`src/rtl/win_mc.sv`:
```
// win_mc: multi-channel complex (I/Q) time-domain window multiplier.
// All NCH lanes share one run-time-loadable coefficient per sample. The block
// keeps its own per-frame sample index and has a fixed 3-clock latency:
// S1 coefficient read, S2 multiply, S3 scale/saturate.
// Build option: define WIN_ROUND_EN for round-half-up at S3; the default
// build truncates (floor).
module win_mc #(
   parameter int DWIDTH = 16,
   parameter int CWIDTH = 18,
   parameter int NWIN   = 32,
   parameter int IWIDTH = $clog2(NWIN),
   parameter int NCH    = 2
) (
   input  logic                     clk,
   input  logic                     reset,
   input  logic                     coef_we,
   input  logic [IWIDTH-1:0]        coef_addr,
   input  logic [CWIDTH-1:0]        coef_data,
   input  logic                     dv_in,
   input  logic                     sof_in,
   input  logic [NCH*DWIDTH-1:0]    din_real,
   input  logic [NCH*DWIDTH-1:0]    din_imag,
   output logic                     dv_out,
   output logic                     sof_out,
   output logic [NCH*DWIDTH-1:0]    dout_real,
   output logic [NCH*DWIDTH-1:0]    dout_imag,
   output logic                     frame_err
);

   localparam int PW = DWIDTH + CWIDTH;
   localparam logic [CWIDTH-1:0]  C_ONE  = {1'b0, {(CWIDTH-1){1'b1}}};
   localparam logic [IWIDTH-1:0]  C_IZERO = {IWIDTH{1'b0}};
   localparam logic [IWIDTH-1:0]  C_IONE  = {{(IWIDTH-1){1'b0}}, 1'b1};
   localparam logic signed [PW:0] C_RND  = {{(PW-CWIDTH+2){1'b0}}, 1'b1, {(CWIDTH-2){1'b0}}};
   localparam logic signed [PW:0] C_MAX  = {{(PW-DWIDTH+2){1'b0}}, {(DWIDTH-1){1'b1}}};
   localparam logic signed [PW:0] C_MIN  = {{(PW-DWIDTH+2){1'b1}}, {(DWIDTH-1){1'b0}}};

   // Scale a Q1.(CWIDTH-1) product back to sample range and clamp it.
   function automatic logic [DWIDTH-1:0] scale_sat(input logic signed [PW-1:0] p);
      logic signed [PW:0] t;
      t = {p[PW-1], p};
`ifdef WIN_ROUND_EN
      t = t + C_RND;
`endif
      t = t >>> (CWIDTH-1);
      if (t > C_MAX) begin
         return C_MAX[DWIDTH-1:0];
      end else if (t < C_MIN) begin
         return C_MIN[DWIDTH-1:0];
      end else begin
         return t[DWIDTH-1:0];
      end
   endfunction

   // Coefficient RAM: not touched by reset, powers up at ~1.0 everywhere.
   logic [CWIDTH-1:0]          r_coef [NWIN] = '{default: C_ONE};
   logic [CWIDTH-1:0]          r_coef_q;

   logic [IWIDTH-1:0]          r_idx;
   logic [IWIDTH-1:0]          w_idx;
   logic                       r_frame_err;

   logic                       r_v1, r_sof1;
   logic [NCH*DWIDTH-1:0]      r_re1, r_im1;
   logic                       r_v2, r_sof2;
   logic signed [PW-1:0]       r_pre2 [NCH];
   logic signed [PW-1:0]       r_pim2 [NCH];
   logic [NCH*DWIDTH-1:0]      w_sre, w_sim;

   logic                       r_dv_out, r_sof_out;
   logic [NCH*DWIDTH-1:0]      r_dout_real, r_dout_imag;

   // Index used by the sample currently on the inputs: a frame start forces 0.
   always_comb begin
      w_idx = r_idx;
      if (sof_in) begin
         w_idx = C_IZERO;
      end else begin
         w_idx = r_idx;
      end
   end

   // Per-frame index counter (wraps at NWIN) and short-frame detection.
   always_ff @(posedge clk) begin
      if (reset) begin
         r_idx       <= C_IZERO;
         r_frame_err <= 1'b0;
      end else begin
         r_frame_err <= dv_in & sof_in & (r_idx != C_IZERO);
         if (dv_in) begin
            r_idx <= w_idx + C_IONE;
         end
      end
   end

   // Coefficient RAM write port and read-first registered read (S1).
   always_ff @(posedge clk) begin
      if (coef_we) begin
         r_coef[coef_addr] <= coef_data;
      end
      r_coef_q <= r_coef[w_idx];
   end

   // S1: delay lane data alongside the coefficient read.
   always_ff @(posedge clk) begin
      if (reset) begin
         r_v1   <= 1'b0;
         r_sof1 <= 1'b0;
         r_re1  <= {(NCH*DWIDTH){1'b0}};
         r_im1  <= {(NCH*DWIDTH){1'b0}};
      end else begin
         r_v1   <= dv_in;
         r_sof1 <= dv_in & (w_idx == C_IZERO);
         r_re1  <= din_real;
         r_im1  <= din_imag;
      end
   end

   // S2: full-precision signed multiply per lane, I and Q separately.
   always_ff @(posedge clk) begin
      if (reset) begin
         r_v2   <= 1'b0;
         r_sof2 <= 1'b0;
         for (int k = 0; k < NCH; k++) begin
            r_pre2[k] <= {PW{1'b0}};
            r_pim2[k] <= {PW{1'b0}};
         end
      end else begin
         r_v2   <= r_v1;
         r_sof2 <= r_sof1;
         for (int k = 0; k < NCH; k++) begin
            r_pre2[k] <= $signed(r_re1[k*DWIDTH +: DWIDTH]) * $signed(r_coef_q);
            r_pim2[k] <= $signed(r_im1[k*DWIDTH +: DWIDTH]) * $signed(r_coef_q);
         end
      end
   end

   // S3 datapath: scale and saturate every lane.
   always_comb begin
      w_sre = {(NCH*DWIDTH){1'b0}};
      w_sim = {(NCH*DWIDTH){1'b0}};
      for (int k = 0; k < NCH; k++) begin
         w_sre[k*DWIDTH +: DWIDTH] = scale_sat(r_pre2[k]);
         w_sim[k*DWIDTH +: DWIDTH] = scale_sat(r_pim2[k]);
      end
   end

   // S3 output registers: data updates only on valid samples, held otherwise.
   always_ff @(posedge clk) begin
      if (reset) begin
         r_dv_out    <= 1'b0;
         r_sof_out   <= 1'b0;
         r_dout_real <= {(NCH*DWIDTH){1'b0}};
         r_dout_imag <= {(NCH*DWIDTH){1'b0}};
      end else begin
         r_dv_out  <= r_v2;
         r_sof_out <= r_sof2;
         if (r_v2) begin
            r_dout_real <= w_sre;
            r_dout_imag <= w_sim;
         end
      end
   end

   assign dv_out    = r_dv_out;
   assign sof_out   = r_sof_out;
   assign dout_real = r_dout_real;
   assign dout_imag = r_dout_imag;
   assign frame_err = r_frame_err;

endmodule

```
`config.mk`:
```
export PLATFORM = sky130hd
export DESIGN_NAME = win_mc
export DESIGN_NICKNAME = d
export VERILOG_FILES = /design/src/rtl/win_mc.sv
export SDC_FILE = /design/constraint.sdc
export NUM_CORES = 2
export LEC_CHECK = 0
export ABC_AREA = 1
export CAP_MARGIN = 20
export CORE_ASPECT_RATIO = 0.75
export CORE_MARGIN = 2
export CORE_UTILIZATION = 55
export CTS_CLUSTER_SIZE = 12
export DETAILED_ROUTE_END_ITERATION = 10
export PLACE_DENSITY = 0.79
export SLEW_MARGIN = 0
export SYNTH_ARGS = -nofsm -noshare
export SYNTH_HDL_FRONTEND = slang
export SYNTH_SLANG_ARGS = --single-unit
```
`constraint.sdc`:
```
create_clock -name clk -period 6 [get_ports clk]
set_input_delay 1.2 -clock clk [delete_from_list [all_inputs] [get_ports clk]]
set_output_delay 1.2 -clock clk [all_outputs]
set_load 0.01 [all_outputs]
```
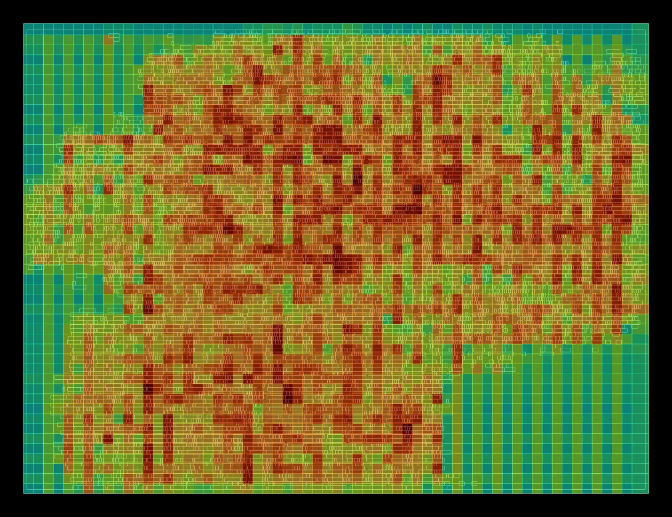
(routing congestion map)
DR WL/cell: 18.4 um
GRT Overall Usage: 28.7%
met1 Usage GRT: 41.0%
met3 usage: 5.46%

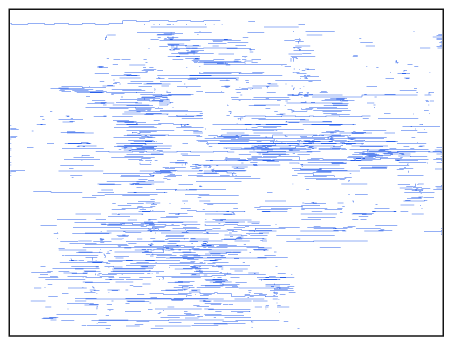
(met3 routing)
Scale: 1 px per um.
The longest straight run is 138 um. The wires run mostly horizontal.
drt total wl: 198,000 um
vias post-DR: 57,900

==> reports/qor.csv <==
stage,metric,value,unit
placement,Buffers on Ports,158,
run_status,status,completed,
cells_and_area,Final Util,60.9,%
power_and_ir_drop,switching part of the total,52.1,%
critical_path,crit-path leading delay family,adder cells,
power_and_ir_drop,P_seq,6.57,mW
run,MaxCap Viol Count,0,
synthesis,asr flop ratio synth,0,%
cells_and_area,Finished Cell Area,83000,um2
global_routing,met2 GRT Util,44.4,%
synthesis,ys cells,8847,
synthesis,post-synthesis cell area,75700,um2
cells_and_area,Clock buf/inv share,3.11,%
critical_path,CP max stage cell,fa_1,
synthesis,Synth top cell by count,inv_1,
clock_tree,Clock Root Buffer,clkbuf_16,
critical_path,crit path from,r_coef_q[10],
sta,Period minus WS final,5.83,ns
cells_and_area,MI comb area,43900,um2
synthesis,Post-synth EDFFs,576,
cells_and_area,clkbuf count,110,
clock_tree,post-CTS resize count,0,
route,met1 WL,81200,um
clock_tree,clock sinks,802,
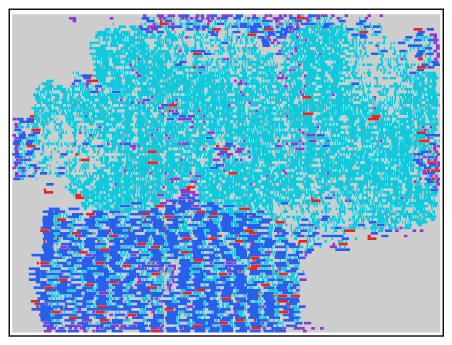
(cell classes on the final placement)
Scale: 1 px per um. Fill, decap, tap and diode cells in gray.
Blue is flip-flops, cells 802, share of their area 27%. Purple is other buffers and delay cells, cells 398, share of their area 4.8%. Red is clock drivers and dummy loads, cells 134, share of their area 3.2%. Cyan is all other logic, cells 7,646, share of their area 65%.

## kinds of logic after synthesis
family                     after synthesis  share of synthesized area [%]
xor gates and xnor gates                33                          0.382
buffers and inverters                 2644                           13.3
and+or+nand+nor                       3023                           15.4
adders and majority gates             1490                           36.1
AOI/OAI and AO/OA                      855                           6.02
DFF                                    802                           28.8
## stage by stage
stage / setup slack, ns / total power [mW] / std cells / hold slack, ns
finish: 0.173 / 39.6 / 10800 / 0.403
global route: -0.0102 / 43.9 / 10800 / 0.445
CTS: 0.0550 / 39.2 / 10800 / 0.403
detailed placement: 0.0809 / 33.9 / 10600 / 0.395
global placement: 0.101 / 33.6 / 10600 / 0.396
floorplan: 0.259 / 26.1 / 8847 / 0.388
## registers in the layout (all words and copies together), names as in the netlist
signal	count
frame_err	1
dv_out	1
r_v1	1
r_sof1	1
r_coef	576
r_idx	5
r_pim2	34
r_im1	32
dout_imag	32
r_pre2	34
r_sof2	1
r_coef_q	18
r_v2	1
r_re1	32
sof_out	1
dout_real	32
## cells in the final DEF, fill, tap and decap left out, types with 17 or more instances in the layout
| cell type | count |
|---|---|
| edfxtp_1 | 576 |
| a21oi_1 | 245 |
| o22ai_1 | 72 |
| inv_1 | 2203 |
| buf_4 | 197 |
| fa_1 | 1145 |
| buf_12 | 32 |
| inv_2 | 36 |
| clkdlybuf4s50_1 | 157 |
| xor2_1 | 17 |
| o21ai_1 | 83 |
| clkbuf_16 | 87 |
| nand2_1 | 2012 |
| nor3_1 | 26 |
| nor2_1 | 792 |
| dfxtp_1 | 194 |
| o21ai_0 | 377 |
| ha_1 | 333 |
| o211ai_1 | 50 |
| clkbuf_1 | 22 |
| dfxtp_2 | 26 |
| nand3_1 | 135 |
Power is estimated from default activity; no workload was simulated.
